--- src/rtl/vram_arbiter.sv ---
// vram_arbiter: shares the external VRAM bus between the MPU port and the
// Renderer fetch port. Each access runs IDLE -> ACCESS -> ACK (-> TURN after
// a write). The Renderer has priority, but a streak counter guarantees the
// MPU a grant after MAX_REN_STREAK consecutive Renderer grants while it waits.
// Optional feature: define VRAM_ARB_WRITE_BUFFER_EN for a one-entry posted
// write buffer on the MPU port.
module vram_arbiter #(
  parameter int ADDR_WIDTH     = 16,
  parameter int DATA_WIDTH     = 16,
  parameter int WAIT_CYCLES    = 1,
  parameter int MAX_REN_STREAK = 4
) (
  input  logic                  clk,
  input  logic                  _reset,
  input  logic                  mpu_req,
  input  logic                  mpu_wr,
  input  logic [1:0]            mpu_be,
  input  logic [ADDR_WIDTH-1:0] mpu_addr,
  input  logic [DATA_WIDTH-1:0] mpu_wdata,
  output logic [DATA_WIDTH-1:0] mpu_rdata,
  output logic                  mpu_ack,
  input  logic                  ren_req,
  input  logic [ADDR_WIDTH-1:0] ren_addr,
  output logic [DATA_WIDTH-1:0] ren_rdata,
  output logic                  ren_ack,
  output logic                  _vram_en,
  output logic                  _vram_rd,
  output logic                  _vram_wr,
  output logic [1:0]            _vram_be,
  output logic [ADDR_WIDTH-1:0] vram_addr,
  output logic [DATA_WIDTH-1:0] vram_data_out,
  output logic                  vram_data_oe,
  input  logic [DATA_WIDTH-1:0] vram_data_in
);

  localparam logic [2:0] LP_WAIT = 3'(WAIT_CYCLES);
  localparam logic [3:0] LP_MAX  = 4'(MAX_REN_STREAK);

  typedef enum logic [1:0] {
    S_IDLE   = 2'd0,
    S_ACCESS = 2'd1,
    S_ACK    = 2'd2,
    S_TURN   = 2'd3
  } state_t;

  state_t                r_state;
  logic [2:0]            r_cnt;
  logic [3:0]            r_streak;
  logic                  r_owner_mpu;
  logic                  r_is_wr;
  logic                  r_en;
  logic                  r_rd;
  logic                  r_wr;
  logic [1:0]            r_be;
  logic [ADDR_WIDTH-1:0] r_addr;
  logic [DATA_WIDTH-1:0] r_dout;
  logic                  r_oe;
  logic                  r_mpu_ack;
  logic                  r_ren_ack;
  logic [DATA_WIDTH-1:0] r_mpu_rdata;
  logic [DATA_WIDTH-1:0] r_ren_rdata;

  // MPU request as seen by the arbiter (either the live port or the buffer)
  logic                  w_mpu_live;
  logic                  w_mpu_pend;
  logic                  w_mpu_wr;
  logic [1:0]            w_mpu_be;
  logic [ADDR_WIDTH-1:0] w_mpu_addr;
  logic [DATA_WIDTH-1:0] w_mpu_wdata;
  logic                  w_grant_mpu;
  logic                  w_grant_ren;

  // The requester may still hold req during its ack cycle; that is not a new request.
  assign w_mpu_live = mpu_req & ~r_mpu_ack;

`ifdef VRAM_ARB_WRITE_BUFFER_EN
  logic                  r_buf_full;
  logic [1:0]            r_buf_be;
  logic [ADDR_WIDTH-1:0] r_buf_addr;
  logic [DATA_WIDTH-1:0] r_buf_wdata;
  logic                  w_buf_load;

  // Writes always go through the buffer; reads go direct only once it has drained.
  assign w_buf_load  = w_mpu_live & mpu_wr & ~r_buf_full;
  assign w_mpu_pend  = r_buf_full | (w_mpu_live & ~mpu_wr);
  assign w_mpu_wr    = r_buf_full;
  assign w_mpu_be    = r_buf_full ? r_buf_be   : mpu_be;
  assign w_mpu_addr  = r_buf_full ? r_buf_addr : mpu_addr;
  assign w_mpu_wdata = r_buf_wdata;
`else
  assign w_mpu_pend  = w_mpu_live;
  assign w_mpu_wr    = mpu_wr;
  assign w_mpu_be    = mpu_be;
  assign w_mpu_addr  = mpu_addr;
  assign w_mpu_wdata = mpu_wdata;
`endif

  // Renderer wins ties unless it has already used up its streak allowance.
  assign w_grant_mpu = (r_state == S_IDLE) & w_mpu_pend & (~ren_req | (r_streak == LP_MAX));
  assign w_grant_ren = (r_state == S_IDLE) & ren_req & ~w_grant_mpu;

  // Access sequencer: arbitration, bus strobes, data capture and acks.
  always_ff @(posedge clk or negedge _reset) begin
    if (!_reset) begin
      r_state     <= S_IDLE;
      r_cnt       <= '0;
      r_streak    <= '0;
      r_owner_mpu <= 1'b0;
      r_is_wr     <= 1'b0;
      r_en        <= 1'b1;
      r_rd        <= 1'b1;
      r_wr        <= 1'b1;
      r_be        <= 2'b11;
      r_addr      <= '0;
      r_dout      <= '0;
      r_oe        <= 1'b0;
      r_mpu_ack   <= 1'b0;
      r_ren_ack   <= 1'b0;
      r_mpu_rdata <= '0;
      r_ren_rdata <= '0;
`ifdef VRAM_ARB_WRITE_BUFFER_EN
      r_buf_full  <= 1'b0;
      r_buf_be    <= 2'b00;
      r_buf_addr  <= '0;
      r_buf_wdata <= '0;
`endif
    end else begin
      r_mpu_ack <= 1'b0;
      r_ren_ack <= 1'b0;
`ifdef VRAM_ARB_WRITE_BUFFER_EN
      if (w_buf_load) begin
        r_buf_full  <= 1'b1;
        r_buf_be    <= mpu_be;
        r_buf_addr  <= mpu_addr;
        r_buf_wdata <= mpu_wdata;
        r_mpu_ack   <= 1'b1;
      end
`endif
      unique case (r_state)
        S_IDLE: begin
          if (w_grant_mpu || w_grant_ren) begin
            r_state     <= S_ACCESS;
            r_cnt       <= '0;
            r_owner_mpu <= w_grant_mpu;
            r_is_wr     <= w_grant_mpu & w_mpu_wr;
            r_en        <= 1'b0;
            r_rd        <= w_grant_mpu & w_mpu_wr;
            r_wr        <= ~(w_grant_mpu & w_mpu_wr);
            r_be        <= w_grant_mpu ? ~w_mpu_be : 2'b00;
            r_addr      <= w_grant_mpu ? w_mpu_addr : ren_addr;
            r_oe        <= w_grant_mpu & w_mpu_wr;
            if (w_grant_mpu && w_mpu_wr) begin
              r_dout <= w_mpu_wdata;
            end
            if (w_grant_mpu || !w_mpu_pend) begin
              r_streak <= '0;
            end else if (r_streak != 4'hF) begin
              r_streak <= r_streak + 4'd1;
            end
          end
        end
        S_ACCESS: begin
          if (r_cnt == LP_WAIT) begin
            r_state <= S_ACK;
            r_en    <= 1'b1;
            r_rd    <= 1'b1;
            r_wr    <= 1'b1;
            r_be    <= 2'b11;
            r_oe    <= 1'b0;
            if (!r_is_wr) begin
              if (r_owner_mpu) begin
                r_mpu_rdata <= vram_data_in;
              end else begin
                r_ren_rdata <= vram_data_in;
              end
            end
            if (!r_owner_mpu) begin
              r_ren_ack <= 1'b1;
`ifdef VRAM_ARB_WRITE_BUFFER_EN
            end else if (!r_is_wr) begin
              r_mpu_ack <= 1'b1;
            end else begin
              r_buf_full <= 1'b0;
            end
`else
            end else begin
              r_mpu_ack <= 1'b1;
            end
`endif
          end else begin
            r_cnt <= r_cnt + 3'd1;
          end
        end
        S_ACK: begin
          r_state <= r_is_wr ? S_TURN : S_IDLE;
        end
        S_TURN: begin
          r_state <= S_IDLE;
        end
        default: begin
          r_state <= S_IDLE;
        end
      endcase
    end
  end

  assign mpu_rdata     = r_mpu_rdata;
  assign mpu_ack       = r_mpu_ack;
  assign ren_rdata     = r_ren_rdata;
  assign ren_ack       = r_ren_ack;
  assign _vram_en      = r_en;
  assign _vram_rd      = r_rd;
  assign _vram_wr      = r_wr;
  assign _vram_be      = r_be;
  assign vram_addr     = r_addr;
  assign vram_data_out = r_dout;
  assign vram_data_oe  = r_oe;

endmodule

--- config.mk ---
export PLATFORM = sky130hd
export DESIGN_NAME = vram_arbiter
export DESIGN_NICKNAME = d
export VERILOG_FILES = /design/src/rtl/vram_arbiter.sv
export SDC_FILE = /design/constraint.sdc
export NUM_CORES = 1
export LEC_CHECK = 0
export ABC_AREA = 0
export ABC_CLOCK_PERIOD_IN_PS = 1600
export CORE_ASPECT_RATIO = 2
export CORE_MARGIN = 5
export CORE_UTILIZATION = 39
export DETAILED_ROUTE_END_ITERATION = 10
export HOLD_SLACK_MARGIN = 0.1
export PLACE_DENSITY = 0.82
export SETUP_SLACK_MARGIN = 0.05
export SLEW_MARGIN = 5
export SYNTH_ARGS = -nofsm -noshare
export SYNTH_HDL_FRONTEND = slang
export SYNTH_SLANG_ARGS = --single-unit
--- constraint.sdc ---
create_clock -name clk -period 1.6 [get_ports clk]
set_input_delay 0.32 -clock clk [delete_from_list [all_inputs] [get_ports clk]]
set_output_delay 0.32 -clock clk [all_outputs]
set_load 0.01 [all_outputs]
==> results.sh <==
# implementation run metrics
export IMPL_edf_count=0
export IMPL_top_area_share_pct=54.8
export IMPL_cp_num_buf_inv=2
export IMPL_drive_gt1_share_pct=38.2
export IMPL_drt_pass1_iter_count=4
export IMPL_p_leak_nw=2.95
export IMPL_yosysChipArea_um2=3560
export IMPL_dieArea_um2=11300
export IMPL_routabilityCongestion=0.759
export IMPL_end_kind="flip-flop"
export IMPL_cts_tree="done"
export IMPL_syn_num_nets=347
export IMPL_clkLatencyLatePin_ps=330
export IMPL_finalClockSkew_ps=8.04
export IMPL_ys_flops=83
export IMPL_period_used_pct=108
export IMPL_yosysTopAreaCell="dfrtp_1"
export IMPL_htree_levels=3
export IMPL_dr_first_iter_drc_count=109
export IMPL_p_seq_share_pct=32.4
export IMPL_hpwlAfterDp_um=7280
export IMPL_synthTopCellsByCount="dfrtp_1 (78), a21oi_1 (32), mux2_4 (26), nand2_1 (24), nor2_1 (20)"
export IMPL_cts_sinks=83
export IMPL_grt_overflow=0
export IMPL_grt_pass1_wl_um=17600
export IMPL_ys_cells=272
export IMPL_initCoreUtil_pct=39.8
export IMPL_via_per_inst=5.23
export IMPL_syn_inst=272
export IMPL_vias=2970
export IMPL_seq_area_um2=2090
export IMPL_fillers=630
export IMPL_max_stage_delay_ps=360
export IMPL_synth_area_um2=3560
export IMPL_wl_um=11700
export IMPL_chipHeight_um=145
export IMPL_min_period_ps=1730
export IMPL_rsz0062_at_grt="yes"
export IMPL_required_ps=1810
export IMPL_grt_pass1_vias=3206
export IMPL_wl_met1_um=4230
export IMPL_cts_root_buf="clkbuf_16"
export IMPL_slew_viol_final=0
export IMPL_clkPwrFrac_pct=17.6
export IMPL_switching_share_pct=34.1
export IMPL_finalSetupViolCount=65
export IMPL_worstPathArrival_ps=1940
export IMPL_dr_wl_met2_um=6470
export IMPL_track_usage_pct=20.0
export IMPL_vdd_drop_max_mv=1.01
export IMPL_most_common_cell="dfrtp_1"
export IMPL_pwr_share_comb_pct=50.0
export IMPL_tightest_slew_ps=450
export IMPL_antenna_cells=0
export IMPL_hold_path_class="flip-flop to flip-flop"
export IMPL_failed_checks="negative setup slack"
export IMPL_crit_family="simple AND/OR/NAND/NOR gates"
export IMPL_rrSetupSlack_ps=-130
export IMPL_fin_tns_setup_ps=-6380
export IMPL_final_nets=536
export IMPL_fmax_mhz=577
export IMPL_portBuffers=142
export IMPL_p_per_area_nw_per_um2=1910
export IMPL_yosysUniqueCellTypes=40
export IMPL_syn_avg_cell_area_um2=13.1
export IMPL_ys_async_sr_fraction_pct=100
export IMPL_cp_max_fo=8
export IMPL_area_leaders="dfrtp_1 (55%), mux2_4 (11%), a21oi_1 (4.5%), mux2_2 (4.1%), dfstp_2 (3.7%)"
export IMPL_worstSetupPathType="flip-flop to flip-flop"
export IMPL_num_io_pins=143
export IMPL_wl_met3_um=416
export IMPL_top_layer_used="met4"
export IMPL_cts_buffers=9
export IMPL_p_int_w=0.00775
export IMPL_status="finished with violations"
export IMPL_max_slew_margin_pct=70.0
export IMPL_antenna_left=0
export IMPL_die_x_um=77.6
export IMPL_clockBufferDepth=2
export IMPL_final_hold_viol_count=0
export IMPL_power_switching_w=0.00400
export IMPL_worst_setup_path_start_kind="flip-flop"
export IMPL_openroad_warnings=31
export IMPL_worst_slack_ps=-134
export IMPL_synth_warnings=0
export IMPL_synth_seq_share_pct=58.5
export IMPL_cp_slowest_cell="dfrtp_1"
cells by family (layout without fill, tap and decap cells):
logic type | count (synthesis) | after routing | synth area share (%)
adders and majority gates | 4 | 4 | 1.41
buffers and inverters | 15 | 209 | 3.06
xor gates and xnor gates | 1 | 1 | 0.246
AOI/OAI and AO/OA | 51 | 51 | 8.33
and+or+nand+nor | 69 | 69 | 10.2
DFF | 83 | 83 | 58.5
muxes | 49 | 49 | 18.2
power by group through the flow:
stage                     logic [W]  registers, W  clock network [W]
after floorplan             0.00200       0.00419                  0
after global placement      0.00521       0.00376                  0
after detailed placement    0.00536       0.00382                  0
after CTS                   0.00544       0.00379            0.00212
after global routing        0.00624       0.00394            0.00220
final                       0.00588       0.00381            0.00206
final cells by class:
cell class	count	area share [%]
Clock buffer	12	4.00
Clock inverter	4	0.812
Inverter	4	0.244
Multi-Input combinational cell	174	28.0
Sequential cell	83	33.8
Tap cell	102	2.07
Timing Repair Buffer	189	31.1
state kept, by name, summed over array words and instances, names as in the netlist:
name           cells
_vram_wr           1
ren_ack            1
ren_rdata         16
r_owner_mpu        1
r_streak           4
_vram_be           2
r_state            2
r_is_wr            1
_vram_rd           1
vram_data_out     16
vram_addr         16
_vram_en           1
r_cnt              3
vram_data_oe       1
mpu_ack            1
mpu_rdata         16
metal layers:
layer | GRT usage [%] | vias up
li1 | - | 1326
met1 | 21.5 | 1508
met2 | 36.0 | 101
met3 | 3.29 | 35
met4 | 11.2 | 0
met5 | 0 | -
cells in the final DEF (no fill, tap or decap), types with 11 or more instances in the layout:
| master | n |
|---|---|
| clkdlybuf4s50_1 | 70 |
| mux2_4 | 43 |
| dfrtp_1 | 76 |
| buf_4 | 29 |
| dlygate4sd2_1 | 60 |
| a21oi_2 | 16 |
| clkbuf_16 | 11 |
| dlymetal6s2s_1 | 11 |
| nor2_1 | 19 |
| a21oi_1 | 16 |
worst register-to-register path, stage by stage, from the launching register on:
cell	delay (ps)
dfrtp_1	360
inv_2	60
ha_4	150
and3b_2	230
o21a_4	210
and2_4	160
buf_12	150
mux2_4	300
metrics by stage:
step	total power [W]	setup slack, ps	std cells	cell area (um^2)	hold WS [ps]
finish	0.0117	-134	568	6160	465
global route	0.0124	-191	568	6160	511
CTS	0.0113	-136	564	5860	474
detailed placement	0.00917	-425	534	5320	390
global placement	0.00897	-359	534	5320	381
floorplan	0.00619	-136	272	3580	24.4
final timing paths:
check | to | start | depth (start not counted)
max | vram_data_out[2] | r_streak[0] | 7
min | _vram_en | _vram_en | 2
max reg2reg | vram_data_out[2] | r_streak[0] | 7
min reg2reg | _vram_en | _vram_en | 2
max in group asynchronous | _vram_en | _reset | 3
min in group asynchronous | vram_addr[0] | _reset | 3
repair_timing:
action | 4_1_cts | 5_1_grt
buffers inserted | 11 | 3
hold buffers | 1 | 0
hold endpoints to repair | 78 | 0
gates resized | 99 | 73
cloned | 2 | 3
endpoints found under the setup margin | 129 | 87
pin swaps | 7 | 26
class_map.png
The bar under the picture is 20 um long.
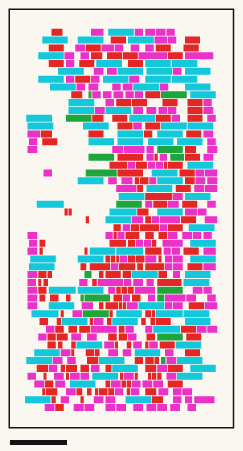
[magenta] remaining buffers and delay cells | cells: 189 | share of their area: 32%
[red] remaining logic cells | cells: 178 | share of their area: 29%
[green] clock drivers and dummy loads | cells: 16 | share of their area: 4.9%
[cyan] registers | cells: 83 | share of their area: 35%
flop share of the area: 33.8%
core area: 8950 um^2
row count: 49
final core occ: 68.9%

sizing.png
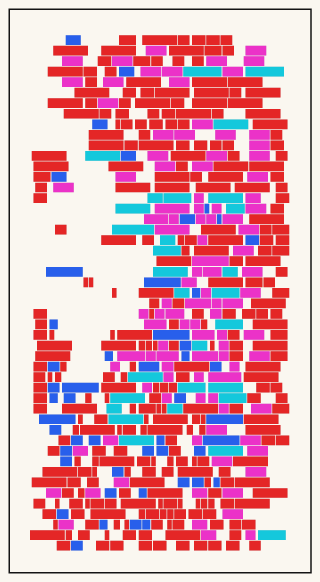
[red] x1 and smaller | cells: 288 | most used: dfrtp_1
[cyan] x6 and larger | cells: 29 | most used: clkbuf_16
[blue] x2 | cells: 48 | most used: a21oi_2
[magenta] x3 and x4 | cells: 101 | most used: mux2_4
Non-Clock Buffer Count: 189
final worst setup slack: -134 ps
Final Instance Area: 6160 um^2
area delta synth->final: 73.2%

route_heat.png
The bar under the picture is 20 um long. The die is cut into 16 by 29 equal tiles; dark purple is low, yellow is high, scaled to the fullest tile. Values are wire area over tile area, all layers added.
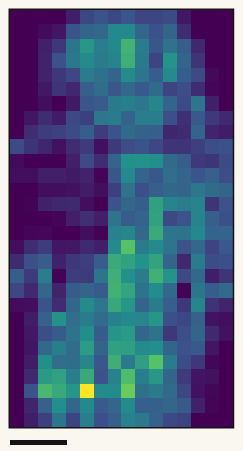
mean over tiles: 0.17
fullest tile: 0.66
densest ninth of the die: bottom centre
nearly empty tiles: 16%

port_trees.png
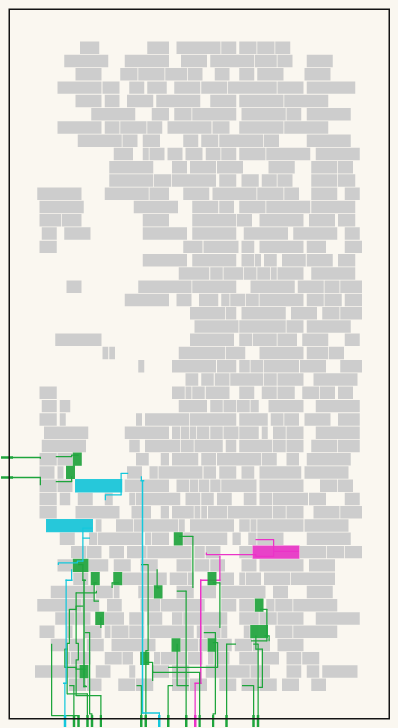
[cyan] `_vram_be` | bits: 2 | direction: output | edge: bottom | end cells: 2 | buffers: 2 | wire: 110 um
[magenta] `_vram_wr` | bits: 1 | direction: output | edge: bottom | end cells: 1 | buffers: 1 | wire: 64.5 um
[green] `mpu_addr` | bits: 16 | direction: input | edge: 14 bottom, 2 left | end cells: 16 | buffers: 16 | wire: 420 um

congestion_map.png
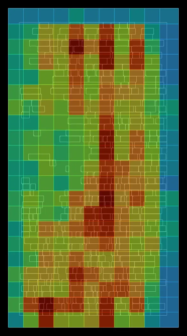
met1 Resource Use GR: 21.5%
drt wl/cell: 20.5 um
GR met2 Demand/Resource: 36.0%
met3 Track Usage GR: 3.29%

Power and IR drop assume default switching activity.
